==> run_1/metal_stack.png <==
Bar = 50 um.
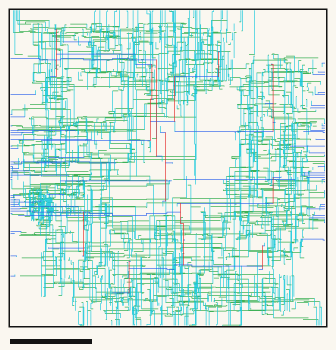
==> run_1/gate_families.png <==
Bar = 50 um.
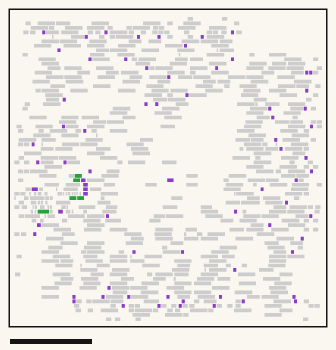
==> run_1/final_congestion.png <==
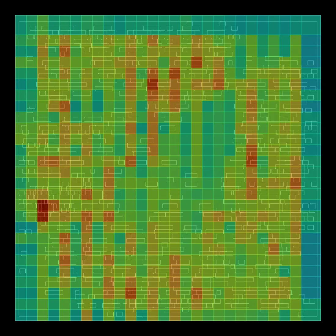
===== config.mk =====
export PLATFORM = sky130hd
export DESIGN_NAME = fd_queue_flat
export DESIGN_NICKNAME = d
export VERILOG_FILES = /design/src/rtl/fd_queue_if.sv /design/src/rtl/fd_queue.sv /design/src/flat_wrapper.sv
export SDC_FILE = /design/constraint.sdc
export NUM_CORES = 1
export LEC_CHECK = 0
export ABC_AREA = 0
export ABC_CLOCK_PERIOD_IN_PS = 3250
export CORE_MARGIN = 2
export CORE_UTILIZATION = 29
export CTS_CLUSTER_DIAMETER = 150
export DETAILED_ROUTE_END_ITERATION = 7
export PLACE_DENSITY = 0.46
export SYNTH_ARGS = -nofsm -noshare
export SYNTH_HDL_FRONTEND = slang
export SYNTH_SLANG_ARGS = --single-unit

===== constraint.sdc =====
create_clock -name clk -period 3.25 [get_ports clk]
set_input_delay 0.65 -clock clk [delete_from_list [all_inputs] [get_ports clk]]
set_output_delay 0.65 -clock clk [all_outputs]
set_load 0.005 [all_outputs]

===== src/rtl/fd_queue_if.sv =====
// Fetch/decode handshake bundle for fd_queue.
// master = fetch/decode side, slave = the queue itself.
interface fd_queue_if #(
  parameter int N  = 32,
  parameter int AW = 32
);
  logic          valid_F;
  logic [N-1:0]  inst_F;
  logic [AW-1:0] pc_F;
  logic          ready_F;
  logic          stall_D;
  logic          flush_F;
  logic          valid_D;
  logic [N-1:0]  inst_D;
  logic [AW-1:0] pc_D;

  modport master (
    output valid_F, inst_F, pc_F, stall_D, flush_F,
    input  ready_F, valid_D, inst_D, pc_D
  );

  modport slave (
    input  valid_F, inst_F, pc_F, stall_D, flush_F,
    output ready_F, valid_D, inst_D, pc_D
  );
endinterface


===== src/rtl/fd_queue.sv =====
// DEPTH-entry fetch-to-decode instruction queue with flush and stall.
// Optional perf counters (stall_cnt, flush_cnt) enabled by FD_QUEUE_PERF_EN.
module fd_queue #(
  parameter int N     = 32,
  parameter int AW    = 32,
  parameter int DEPTH = 4
) (
  input  logic                       clk,
  input  logic                       rst,
  fd_queue_if.slave                  q,
  output logic [$clog2(DEPTH+1)-1:0] count
`ifdef FD_QUEUE_PERF_EN
  ,
  output logic [15:0]                stall_cnt,
  output logic [15:0]                flush_cnt
`endif
);
  localparam int PW = $clog2(DEPTH);
  localparam int CW = $clog2(DEPTH+1);

  logic [N+AW-1:0] mem_q [DEPTH];
  logic [PW-1:0]   wp_q, wp_d, rp_q, rp_d;
  logic [CW-1:0]   count_q, count_d;
  logic            ready, valid, push, pop;

  // ready looks only at occupancy, never at a same-cycle pop
  assign ready     = (count_q < CW'(DEPTH));
  assign valid     = (count_q != '0);
  assign push      = q.valid_F && ready && !q.flush_F;
  assign pop       = valid && !q.stall_D && !q.flush_F;

  assign q.ready_F = ready;
  assign q.valid_D = valid;
  assign q.inst_D  = valid ? mem_q[rp_q][N+AW-1:AW] : '0;
  assign q.pc_D    = valid ? mem_q[rp_q][AW-1:0]    : '0;
  assign count     = count_q;

  always_comb begin
    wp_d    = wp_q;
    rp_d    = rp_q;
    count_d = count_q;
    if (q.flush_F) begin
      wp_d    = '0;
      rp_d    = '0;
      count_d = '0;
    end else begin
      if (push) wp_d = wp_q + PW'(1);
      if (pop)  rp_d = rp_q + PW'(1);
      case ({push, pop})
        2'b10:   count_d = count_q + CW'(1);
        2'b01:   count_d = count_q - CW'(1);
        default: count_d = count_q;
      endcase
    end
  end

  always_ff @(posedge clk or negedge rst) begin
    if (!rst) begin
      wp_q    <= '0;
      rp_q    <= '0;
      count_q <= '0;
    end else begin
      wp_q    <= wp_d;
      rp_q    <= rp_d;
      count_q <= count_d;
    end
  end

  // Payload storage needs no reset; occupancy alone decides what is live.
  always_ff @(posedge clk) begin
    if (push) mem_q[wp_q] <= {q.inst_F, q.pc_F};
  end

`ifdef FD_QUEUE_PERF_EN
  logic [15:0] stall_cnt_q, stall_cnt_d, flush_cnt_q, flush_cnt_d;

  always_comb begin
    stall_cnt_d = stall_cnt_q;
    flush_cnt_d = flush_cnt_q;
    if (valid && q.stall_D && !q.flush_F && stall_cnt_q != 16'hFFFF)
      stall_cnt_d = stall_cnt_q + 16'd1;
    if (q.flush_F && flush_cnt_q != 16'hFFFF)
      flush_cnt_d = flush_cnt_q + 16'd1;
  end

  always_ff @(posedge clk or negedge rst) begin
    if (!rst) begin
      stall_cnt_q <= '0;
      flush_cnt_q <= '0;
    end else begin
      stall_cnt_q <= stall_cnt_d;
      flush_cnt_q <= flush_cnt_d;
    end
  end

  assign stall_cnt = stall_cnt_q;
  assign flush_cnt = flush_cnt_q;
`endif
endmodule


===== src/flat_wrapper.sv =====
// flat-port wrapper written by rule: the top's interface ports become plain ports
module fd_queue_flat 
#(
  parameter int N     = 32,
  parameter int AW    = 32,
  parameter int DEPTH = 4
)
  (clk, rst, count, q_valid_F, q_inst_F, q_pc_F, q_stall_D, q_flush_F, q_ready_F, q_valid_D, q_inst_D, q_pc_D);
  fd_queue_if #(.N(N), .AW(AW)) q_i ();
  input  logic clk;
  input  logic rst;
  output logic [$clog2(DEPTH+1)-1:0] count;
  input wire logic [$bits(q_i.valid_F)-1:0] q_valid_F;
  input wire logic [$bits(q_i.inst_F)-1:0] q_inst_F;
  input wire logic [$bits(q_i.pc_F)-1:0] q_pc_F;
  input wire logic [$bits(q_i.stall_D)-1:0] q_stall_D;
  input wire logic [$bits(q_i.flush_F)-1:0] q_flush_F;
  output wire logic [$bits(q_i.ready_F)-1:0] q_ready_F;
  output wire logic [$bits(q_i.valid_D)-1:0] q_valid_D;
  output wire logic [$bits(q_i.inst_D)-1:0] q_inst_D;
  output wire logic [$bits(q_i.pc_D)-1:0] q_pc_D;
  assign q_i.valid_F = q_valid_F;
  assign q_i.inst_F = q_inst_F;
  assign q_i.pc_F = q_pc_F;
  assign q_i.stall_D = q_stall_D;
  assign q_i.flush_F = q_flush_F;
  assign q_ready_F = q_i.ready_F;
  assign q_valid_D = q_i.valid_D;
  assign q_inst_D = q_i.inst_D;
  assign q_pc_D = q_i.pc_D;
  fd_queue #(.N(N), .AW(AW), .DEPTH(DEPTH)) u_core (.clk(clk), .rst(rst), .q(q_i), .count(count));
endmodule

==> impl_results.rst, run 1 <==
Synthesis and place-and-route
=============================

.. list-table::
   :header-rows: 1

   * - Metric
     - Value
   * - Worst Path Class, Setup
     - reg -> out
   * - Cell total in the yosys stat output
     - 462
   * - Most frequent cells in the layout
     - sky130_fd_sc_hd__edfxtp_1, sky130_fd_sc_hd__clkdlybuf4s50_1, sky130_fd_sc_hd__and2_1
   * - Worst path cell trace
     - bufbuf_16 > mux4_2 > and2_1 > clkdlybuf4s50_1
   * - H-tree depth
     - 1
   * - Number of cells on the critical path
     - 4
   * - XOR/XNOR Area Share
     - 0.00429
   * - Startpoint kind of the worst setup timing path
     - flop
   * - Area of combinational cells with multiple inputs
     - 0.00218 mm^2
   * - Combinational group share of total power
     - 0.143
   * - Largest buffer count on any clock path
     - 3
   * - Total of warnings raised by yosys
     - 0
   * - DRC violation total after the first TritonRoute iteration
     - 237
   * - Clock-pin slew of the registers on the worst-case setup and hold paths
     - 0.06 ns
   * - Clock root buffer
     - sky130_fd_sc_hd__clkbuf_16
   * - Starting utilization of the core area
     - 0.295
   * - Library cell contributing the largest single delay on the critical path
     - sky130_fd_sc_hd__mux4_2
   * - Number of enable flip-flop cells
     - 256
   * - Height of the chip
     - 192 um
   * - Horizontal die dimension
     - 192 um
   * - DRT Pass-1 Iters
     - 4
   * - Buffer count excluding the clock tree in the final layout
     - 155
   * - Final-layout clock buffer total
     - 37
   * - Mux area share
     - 0.141
   * - Total count of max-transition violations in the final report
     - 0
   * - Total sequential power
     - 3.89 mW
   * - Fraction of power spent switching nets
     - 0.216
   * - Clock tree from TritonCTS
     - built
   * - Synthesized netlist cell count
     - 462
   * - Core Box Area
     - 0.0346 mm^2
   * - Share of post-route cells with drive strength above 1
     - 0.197
   * - Critical path arrival
     - 2.49 ns
   * - Top-level I/O count
     - 138
   * - Final worst-path cycle share
     - 0.967
   * - Fraction of standard cell area that is sequential
     - 0.596
   * - Count of vias placed by the detailed router
     - 4922
   * - Most common cell after layout, fill and taps aside
     - sky130_fd_sc_hd__edfxtp_1
   * - Adders+Majority by Area
     - 0.00686
   * - Flop area
     - 0.00787 mm^2
   * - Group drawing the most power
     - sequential cells
   * - Worst path buffer plus inverter count
     - 2
   * - Cell types with the highest counts after synthesis
     - sky130_fd_sc_hd__edfxtp_1, sky130_fd_sc_hd__and2_1, sky130_fd_sc_hd__mux4_2
   * - Number of flip-flops under the largest register name
     - 256
   * - First-pass GRT wire length
     - 33900 um
   * - Largest net degree at the start of global routing
     - 35
   * - Vias in the first global route
     - 5579
   * - Register containing the most flip-flops in the final layout
     - u_core.mem_q
   * - Largest stage delay on the critical path
     - 0.51 ns
   * - Net switching power
     - 1.74 mW
   * - Die area
     - 0.0367 mm^2
   * - Reg2Reg Setup Slack
     - 0.59 ns
   * - Number of nets in the synthesized netlist
     - 536
   * - Half-perimeter wire length after detailed placement
     - 12900 um
   * - Relative slew slack
     - 0.698
   * - TritonCTS Buffers
     - 29
   * - Dominant cells by area after synthesis
     - sky130_fd_sc_hd__edfxtp_1, sky130_fd_sc_hd__mux4_2, sky130_fd_sc_hd__and2_1
   * - Number of endpoints with negative hold slack in the final report
     - 0
   * - Kind of cell adding the most delay to the critical path
     - buffers and inverters
   * - Cell count of the worst reg-to-reg path
     - 6
   * - Crit Reg-Reg Startpoint
     - u_core.count[2]
   * - Average cell area after synthesis
     - 22.1 um^2
   * - Yosys top cell by area
     - sky130_fd_sc_hd__edfxtp_1
   * - Dominant class by area
     - registers
   * - Number of DRC violations after detailed routing
     - 0
   * - Number of vias per cell after detailed routing
     - 4.49
   * - Number of antenna violations at the first check in global routing
     - 2
   * - Maximum fanout along the worst path
     - 16
   * - Clock share of power
     - 0.372
   * - Asr flop ratio synth
     - 0.0266
   * - Filler Cell Count
     - 3144
   * - Tool warning count
     - 30
   * - Simple-gate share of the synthesized area
     - 0.0530
   * - Global route total overflow
     - 0
   * - Cell with the most instances after synthesis
     - sky130_fd_sc_hd__edfxtp_1
   * - Critical path endpoint
     - q_inst_D[22]
   * - Run status
     - finished clean
   * - Setup TNS
     - 0 ns
   * - Main combinational cell family by area after synthesis
     - multiplexers
   * - Final Setup Violations
     - 0
   * - Relative area of non-clock buffer cells in the final design
     - 0.129
Notes on metal_stack.png above:
Cyan stands for met2, wire length 11300 um. Red stands for met4, wire length 374 um. Green stands for met1, wire length 9540 um. Blue stands for met3, wire length 1440 um.
GRT Total Usage: 0.124
routed wire length: 22600 um

Notes on gate_families.png above:
Purple stands for AND and OR gates, cells 72, most used and2_1, where all over the die. Green stands for adder and majority cells, cells 5, most used ha_1, where left middle.

Notes on final_congestion.png above:
met1 global-route usage: 0.158
layer with the highest usage after global routing: met2
fin util: 0.381

-- run 1: per-stage QoR --
stage	area (um^2)	std cells	setup slack, ns
2_1_floorplan	10200	462	0.298
3_3_place_gp	12200	1044	0.415
3_5_place_dp	12200	1044	0.364
4_1_cts	13200	1095	0.0270
5_1_grt	13200	1096	-0.00965
6_report	13200	1097	0.108
-- run 1: routing by layer --
layer | global-route usage | share of wire | up-vias
met5 | 0 | 0 | -
met4 | 0.0302 | 0.016 | 0
met3 | 0.0305 | 0.064 | 35
met2 | 0.213 | 0.50 | 119
met1 | 0.158 | 0.42 | 2568
li1 | - | - | 2200
-- run 1: timing repair --
action / 4_1_cts / 5_1_grt
setup endpoints to repair: 57 / 9
gates resized: 2 / 1
pin swaps: 1 / 0
gates cloned: 2 / 1
setup buffers: 3 / 0
hold buffers: 0 / 0
==> run 2, diff against run 1 <==
CTS_BUF_LIST = sky130_fd_sc_hd__clkbuf_16   (was unset)
==> run_2/zoom.png <==
Bar = 5 um. Window x 86 to 106, y 124 to 144 um. Cells in gray, sequential cells in the stronger gray; small squares are vias.
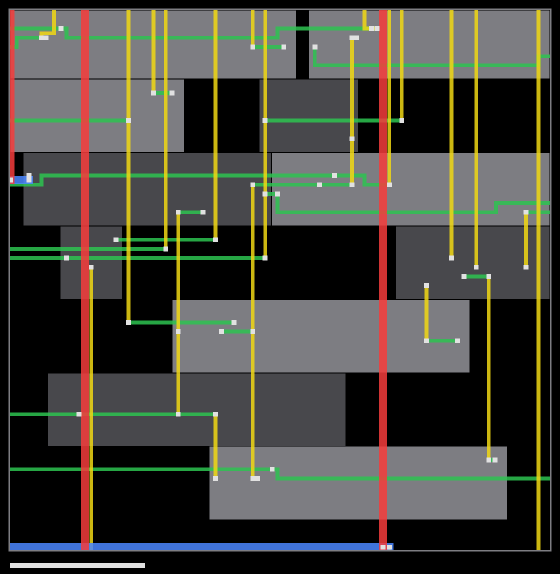
Green stands for met1. Blue stands for met3. Yellow stands for met2. Red stands for met4.
Sequential cells in the window: 6. Most frequent: edfxtp_1 (6). 11 logic cells have their middle in the window. Netlist names of flops here include u_core.mem_q (6).

==> run_2/final_congestion.png <==
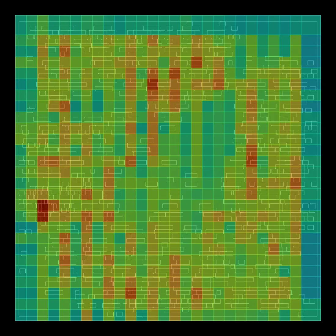
global-route met3 utilization: 0.0305
detail-routed net length per standard cell: 20.6 um
GRT met2 Usage: 0.213

==> impl_results.rst, run 2 <==
Synthesis and place-and-route
=============================

.. list-table::
   :header-rows: 1

   * - Metric
     - Value
   * - Main combinational cell family by area after synthesis
     - multiplexers
   * - Reg2Reg Setup Slack
     - 0.59 ns (about the same)
   * - Dominant class by area
     - registers
   * - Library cell contributing the largest single delay on the critical path
     - sky130_fd_sc_hd__mux4_2
   * - Final Setup Violations
     - 0 (unchanged)
   * - Post-route cell area
     - 0.0132 mm^2 (unchanged)
   * - Cell count of the worst reg-to-reg path
     - 6 (unchanged)
   * - Number of endpoints with negative hold slack in the final report
     - 0 (unchanged)
   * - Yosys top cell by area
     - sky130_fd_sc_hd__edfxtp_1
   * - XOR/XNOR Area Share
     - 0.00429 (unchanged)
   * - Worst path buffer plus inverter count
     - 2 (unchanged)
   * - Kind of cell adding the most delay to the critical path
     - buffers and inverters
   * - Number of nets in the synthesized netlist
     - 536 (unchanged)
   * - Pre-CTS setup slack
     - 0.364 ns (unchanged)
   * - Worst path cell trace
     - bufbuf_16 > mux4_2 > and2_1 > clkdlybuf4s50_1
   * - Global route total overflow
     - 0 (unchanged)
   * - Half-perimeter wire length after detailed placement
     - 12900 um (unchanged)
   * - Clock tree from TritonCTS
     - built
   * - Vias in the first global route
     - 5579 (unchanged)
   * - Simple-gate share of the synthesized area
     - 0.0530 (unchanged)
   * - Fraction of standard cell area that is sequential
     - 0.596 (unchanged)
   * - Startpoint kind of the worst setup timing path
     - flop
   * - Final-layout clock buffer total
     - 29 (-22%)
   * - Flop area
     - 0.00787 mm^2 (unchanged)
   * - Hold-fix buffer count after cts
     - 0 (unchanged)
   * - Setup TNS
     - 0 ns (unchanged)
   * - Critical path endpoint
     - q_inst_D[22]
   * - Clock share of power
     - 0.371 (about the same)
   * - Critical path arrival
     - 2.49 ns (about the same)
   * - Total sequential power
     - 3.89 mW (about the same)
   * - Number of flip-flops under the largest register name
     - 256 (unchanged)
   * - DRT Pass-1 Iters
     - 4 (unchanged)
   * - Number of cells on the critical path
     - 4 (unchanged)
   * - Largest net degree at the start of global routing
     - 35 (unchanged)
   * - Largest stage delay on the critical path
     - 0.51 ns (about the same)
   * - Crit Reg-Reg Startpoint
     - u_core.count[2]
   * - Synthesized netlist cell count
     - 462 (unchanged)
   * - H-tree depth
     - 1 (unchanged)
   * - Total of warnings raised by yosys
     - 0 (unchanged)
   * - Register containing the most flip-flops in the final layout
     - u_core.mem_q
   * - Dominant cells by area after synthesis
     - sky130_fd_sc_hd__edfxtp_1, sky130_fd_sc_hd__mux4_2, sky130_fd_sc_hd__and2_1
   * - Height of the chip
     - 192 um (unchanged)
   * - Clock-pin slew of the registers on the worst-case setup and hold paths
     - 0.06 ns (about the same)
   * - Most common cell after layout, fill and taps aside
     - sky130_fd_sc_hd__edfxtp_1
   * - GRT Total Usage
     - 0.124 (unchanged)
   * - First-pass GRT wire length
     - 33900 um (unchanged)
   * - Worst-case setup margin in the final layout
     - 0.107 ns (-0.000530 ns)
   * - Adders+Majority by Area
     - 0.00686 (unchanged)
   * - Routed wire length
     - 22700 um (about the same)
   * - Area of combinational cells with multiple inputs
     - 0.00218 mm^2 (unchanged)
   * - DRC violation total after the first TritonRoute iteration
     - 238 (+0.42%)
   * - Top-level I/O count
     - 138 (unchanged)
   * - Number of DRC violations after detailed routing
     - 0 (unchanged)
   * - Worst Path Class, Setup
     - reg -> out
   * - Filler Cell Count
     - 3144 (unchanged)
   * - Relative slew slack
     - 0.697 (-0.00131)
   * - Run status
     - finished clean
   * - TritonCTS Buffers
     - 29 (unchanged)
   * - Cell total in the yosys stat output
     - 462 (unchanged)
   * - Cell with the most instances after synthesis
     - sky130_fd_sc_hd__edfxtp_1
   * - Count of vias placed by the detailed router
     - 4918 (-0.081%)
   * - Die area
     - 0.0367 mm^2 (unchanged)
   * - Combinational group share of total power
     - 0.143 (about the same)
   * - Asr flop ratio synth
     - 0.0266 (unchanged)
   * - Cell types with the highest counts after synthesis
     - sky130_fd_sc_hd__edfxtp_1, sky130_fd_sc_hd__and2_1, sky130_fd_sc_hd__mux4_2
   * - Final worst-path cycle share
     - 0.967 (about the same)
   * - Core Box Area
     - 0.0346 mm^2 (unchanged)
   * - Number of enable flip-flop cells
     - 256 (unchanged)
   * - Number of antenna violations at the first check in global routing
     - 2 (unchanged)
   * - Clock root buffer
     - sky130_fd_sc_hd__clkbuf_16
==> run_2/gate_families.png <==
Bar = 50 um.
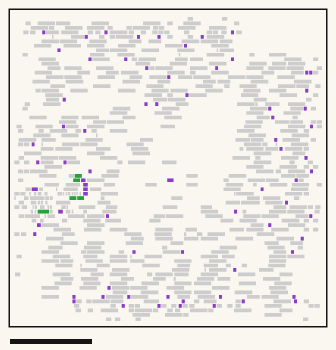
Purple stands for AND and OR gates, cells 72, most used and2_1, where all over the die. Green stands for adder and majority cells, cells 5, most used ha_1, where left middle.

-- run 2: what timing repair did --
action / 4_1_cts / 5_1_grt
cloned: 2 / 1
setup buffers: 3 / 0
resized: 2 / 1
endpoints found under the setup margin: 57 / 10
hold endpoints to repair: 0 / 0
pin swaps: 1 / 0
-- run 2: routing by layer --
metal,wire [um],track usage
met3,1450,0.0305
met4,373,0.0302
met1,9540,0.158
met5,0,0
met2,11300,0.213
-- run 2: per-stage QoR --
stage | cells | utilization
after floorplan | 462 | -
after global placement | 1044 | 0.353
after detailed placement | 1044 | 0.353
after CTS | 1095 | 0.380
after global routing | 1096 | 0.381
final | 1097 | 0.381
Power is estimated from default activity; no workload was simulated.
